[config.mk]
export PLATFORM = sky130hd
export DESIGN_NAME = shift_reg_sequencer
export DESIGN_NICKNAME = d
export VERILOG_FILES = /design/src/rtl/shift_reg_sequencer.sv
export SDC_FILE = /design/constraint.sdc
export NUM_CORES = 1
export LEC_CHECK = 0
export ABC_AREA = 1
export CORE_MARGIN = 2
export CORE_UTILIZATION = 26
export DETAILED_ROUTE_END_ITERATION = 6
export SETUP_SLACK_MARGIN = 0.4
export SLEW_MARGIN = 20
export SYNTH_ARGS = -nofsm -noshare
export SYNTH_HDL_FRONTEND = slang
export SYNTH_SLANG_ARGS = --single-unit
[constraint.sdc]
create_clock -name CLK -period 3.2 [get_ports CLK]
set_clock_uncertainty 0.05 [all_clocks]
set_input_delay 0.32 -clock CLK [delete_from_list [all_inputs] [get_ports CLK]]
set_output_delay 0.32 -clock CLK [all_outputs]
set_load 0.05 [all_outputs]
[src/rtl/shift_reg_sequencer.sv]
// shift_reg_sequencer: drives a gate-level 4-bit universal shift register
// (the RUC) one step at a time. It takes one host command at a time (load,
// shift left, shift right, rotate) and inserts settle cycles after every
// enable pulse so the RUC's gate delays resolve before the next step.
// Completion is signalled with a one-cycle done pulse, along with the step
// count and the final Q.
module shift_reg_sequencer #(
    parameter int unsigned SETTLE_CYC = 1,
    parameter int unsigned CNT_W      = 3
) (
    input  logic             CLK,
    input  logic             RST_L,
    input  logic             cmd_valid,
    output logic             cmd_ready,
    input  logic [1:0]       cmd_op,
    input  logic [CNT_W-1:0] cmd_count,
    input  logic [3:0]       cmd_data,
    input  logic             cmd_sin,
    output logic             ENB,
    output logic             DIR,
    output logic [1:0]       MODO,
    output logic [3:0]       D,
    output logic             S_IN,
    input  logic [3:0]       Q,
    input  logic             S_OUT,
    output logic             done,
    output logic             busy,
    output logic [3:0]       result,
    output logic [CNT_W-1:0] steps_done
);

    typedef enum logic [1:0] {
        IDLE   = 2'd0,
        STEP   = 2'd1,
        SETTLE = 2'd2,
        FINISH = 2'd3
    } state_t;

    typedef enum logic [1:0] {
        OP_LOAD = 2'b00,
        OP_SHL  = 2'b01,
        OP_SHR  = 2'b10,
        OP_ROT  = 2'b11
    } op_t;

    localparam logic [CNT_W-1:0] CNT_ONE     = CNT_W'(1);
    localparam logic [3:0]       SETTLE_LAST = 4'(SETTLE_CYC - 1);

    state_t           state_q, state_d;
    op_t              op_q;
    logic [CNT_W-1:0] target_q;
    logic [CNT_W-1:0] step_q;
    logic [3:0]       settle_q;
    logic [3:0]       d_q;
    logic             dir_q;
    logic             sin_q;
    logic [3:0]       result_q;
    logic [CNT_W-1:0] steps_q;

    logic             accept;
    logic             more_after_step;
    logic             more_remaining;
    op_t              cmd_op_e;

    // S_OUT is reserved on the RUC interface and not consumed here.
    logic             unused_sout;
    assign unused_sout = S_OUT;

    assign cmd_op_e = op_t'(cmd_op);

    // Next-state decode and handshake acceptance.
    always_comb begin
        state_d         = state_q;
        accept          = 1'b0;
        more_after_step = (step_q + CNT_ONE) < target_q;
        more_remaining  = step_q < target_q;
        case (state_q)
            IDLE: begin
                if (cmd_valid) begin
                    accept = 1'b1;
                    if (cmd_op_e == OP_LOAD || cmd_count != '0) begin
                        state_d = STEP;
                    end else begin
                        state_d = FINISH;
                    end
                end
            end
            STEP: begin
                if (SETTLE_CYC != 0) begin
                    state_d = SETTLE;
                end else if (more_after_step) begin
                    state_d = STEP;
                end else begin
                    state_d = FINISH;
                end
            end
            SETTLE: begin
                if (settle_q == SETTLE_LAST) begin
                    state_d = more_remaining ? STEP : FINISH;
                end
            end
            FINISH: begin
                state_d = IDLE;
            end
            default: begin
                state_d = IDLE;
            end
        endcase
    end

    // State register.
    always_ff @(posedge CLK or negedge RST_L) begin
        if (!RST_L) begin
            state_q <= IDLE;
        end else begin
            state_q <= state_d;
        end
    end

    // Command latch, step/settle counters and completion capture.
    always_ff @(posedge CLK or negedge RST_L) begin
        if (!RST_L) begin
            op_q     <= OP_LOAD;
            target_q <= '0;
            step_q   <= '0;
            settle_q <= '0;
            d_q      <= '0;
            dir_q    <= 1'b0;
            sin_q    <= 1'b0;
            result_q <= '0;
            steps_q  <= '0;
        end else begin
            if (accept) begin
                op_q     <= cmd_op_e;
                target_q <= (cmd_op_e == OP_LOAD) ? CNT_ONE : cmd_count;
                step_q   <= '0;
                settle_q <= '0;
                dir_q    <= (cmd_op_e == OP_SHR);
                sin_q    <= (cmd_op_e == OP_SHL || cmd_op_e == OP_SHR) ? cmd_sin : 1'b0;
                if (cmd_op_e == OP_LOAD) begin
                    d_q <= cmd_data;
                end
            end
            if (state_q == STEP) begin
                step_q   <= step_q + CNT_ONE;
                settle_q <= '0;
            end
            if (state_q == SETTLE) begin
                settle_q <= settle_q + 4'd1;
            end
            if (state_q == FINISH) begin
                result_q <= Q;
                steps_q  <= step_q;
            end
        end
    end

    // RUC control pins and host status. Result and step count follow Q and
    // the live counter during FINISH so they are valid alongside done, even
    // when no settle cycle separates the last enable from completion.
    always_comb begin
        cmd_ready  = (state_q == IDLE);
        ENB        = (state_q == STEP);
        busy       = (state_q == STEP) || (state_q == SETTLE);
        done       = (state_q == FINISH);
        DIR        = dir_q;
        D          = d_q;
        S_IN       = sin_q;
        MODO       = 2'b00;
        if (state_q == STEP) begin
            case (op_q)
                OP_LOAD: MODO = 2'b11;
                OP_SHL:  MODO = 2'b01;
                OP_SHR:  MODO = 2'b01;
                OP_ROT:  MODO = 2'b10;
                default: MODO = 2'b00;
            endcase
        end
        result     = (state_q == FINISH) ? Q : result_q;
        steps_done = (state_q == FINISH) ? step_q : steps_q;
    end

endmodule

Fig. 1: signal wires on met3
Scale bar: 20 um.
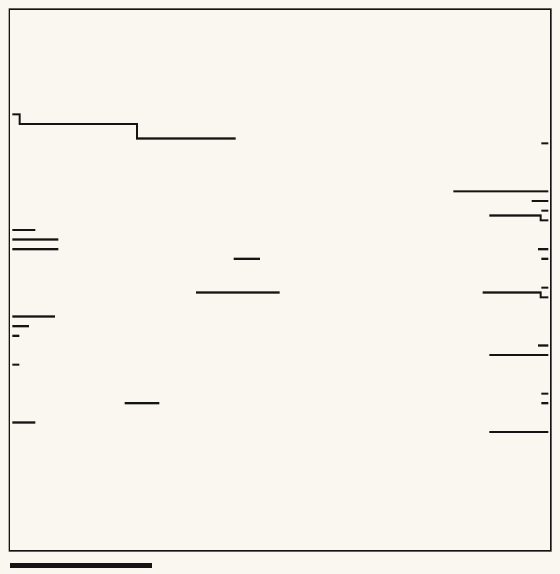
- wire length on this layer: 138 um
- main direction: horizontal
- nets with wire on the layer: 25
- longest straight run: 16.6 um

Fig. 2: I/O nets highlighted
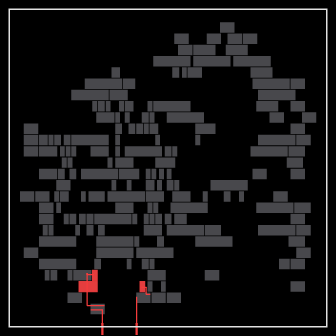
- red: cmd_op (direction input; edge south; end cells 3; buffers 2; wire 30.5 um)

Fig. 3: selected gate families
Scale bar: 20 um.
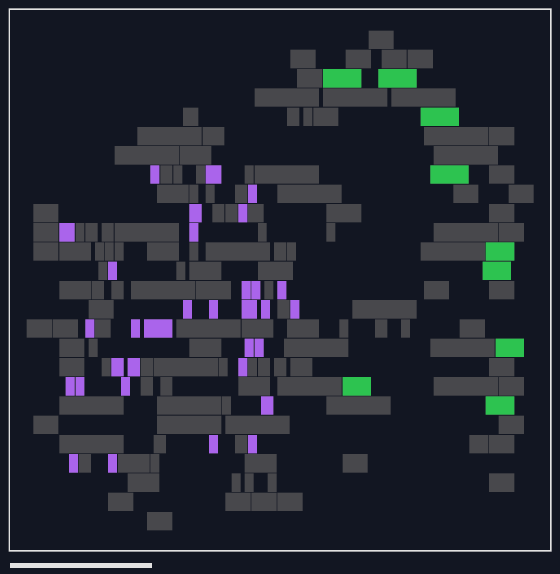
- purple: NAND gates (cells 32)
- green: multiplexers (cells 9)

Fig. 4: local utilization
8 x 8 tiles, from black (low) to pale yellow (high), 0 to 100% covered.
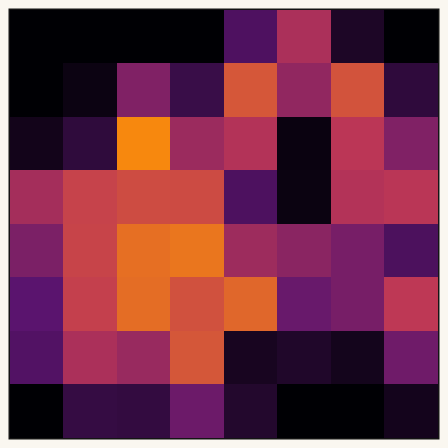
- nearly empty tiles: 14%
- fullest tile: 74%
- mean over tiles: 30%
- emptiest ninth of the die: north-west

Fig. 5: placed standard cells
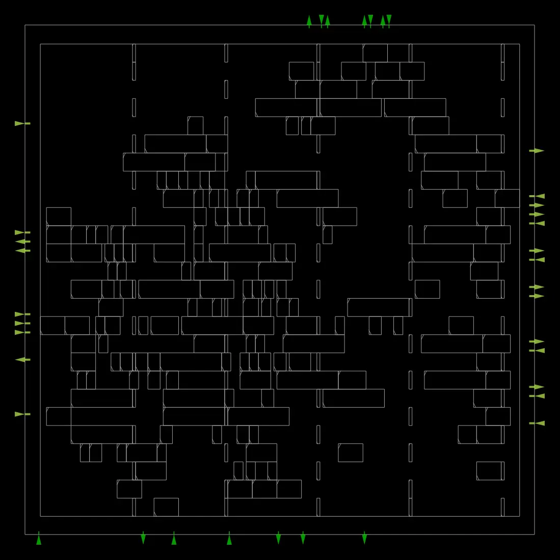
Tap Cells: 70
core footprint: 5075 um^2
Final Non-Filler Cells: 244
flop count: 27
flop share of the area: 36.86%

[cells by family after synthesis]
group | after synthesis | share of synthesized area [%]
adder cells (fa/ha/maj) | 13 | 11.97
multiplexers | 9 | 8.563
AND-OR/OR-AND | 20 | 7.459
XOR/XNOR | 2 | 1.289
AND/OR/NAND/NOR | 41 | 13.63
buffers and inverters | 24 | 7.365
flip-flops | 27 | 49.72
[layout make-up]
type	count	area, um^2
Timing Repair Buffer	36	357.8
Multi-Input combinational cell	85	583.1
Inverter	22	83.83
Clock buffer	4	45.04
Fill cell	548	3242
Tap cell	70	87.58
Sequential cell	27	675.6
[sequential cells by signal (all words and copies together), names as in the netlist]
register	cells
D	4
DIR	1
S_IN	1
op_q	2
result_q	4
settle_q	4
state_q	2
step_q	3
steps_q	3
target_q	3
==> qor.yml <==
final_layout:
  layout_top_cell: "clkdlybuf4s50_1"
  syn2layout_area_growth_pct: 34.90
floorplanning:
  die_x_um: 76.29
  die_h_um: 76.29
clock_network:
  numCtsBuffers: 3
timing:
  whs_ps: 372.4
  fmax_mhz: 383.1
  worst_slew_pin_slew_ps: 500.3
  finalHoldViolations: 0
synth:
  synth_cells: 136
  yosysTopAreaCellShare_pct: 49.72
  netlist_area_um2: 1359
  fp_nets: 167
detailed_routing:
  wl_met3_um: 137
  first_pass_iters: 4
  wl_met1_um: 1244
outcome:
  status: "finished clean"
job:
  openroad.warnings: 33
setup_path:
  path_depth: 4
  crit_start: "state_q[1]"
global_routing:
  antenna_found_initial: 0
  grt-busiest-layer: "met2"
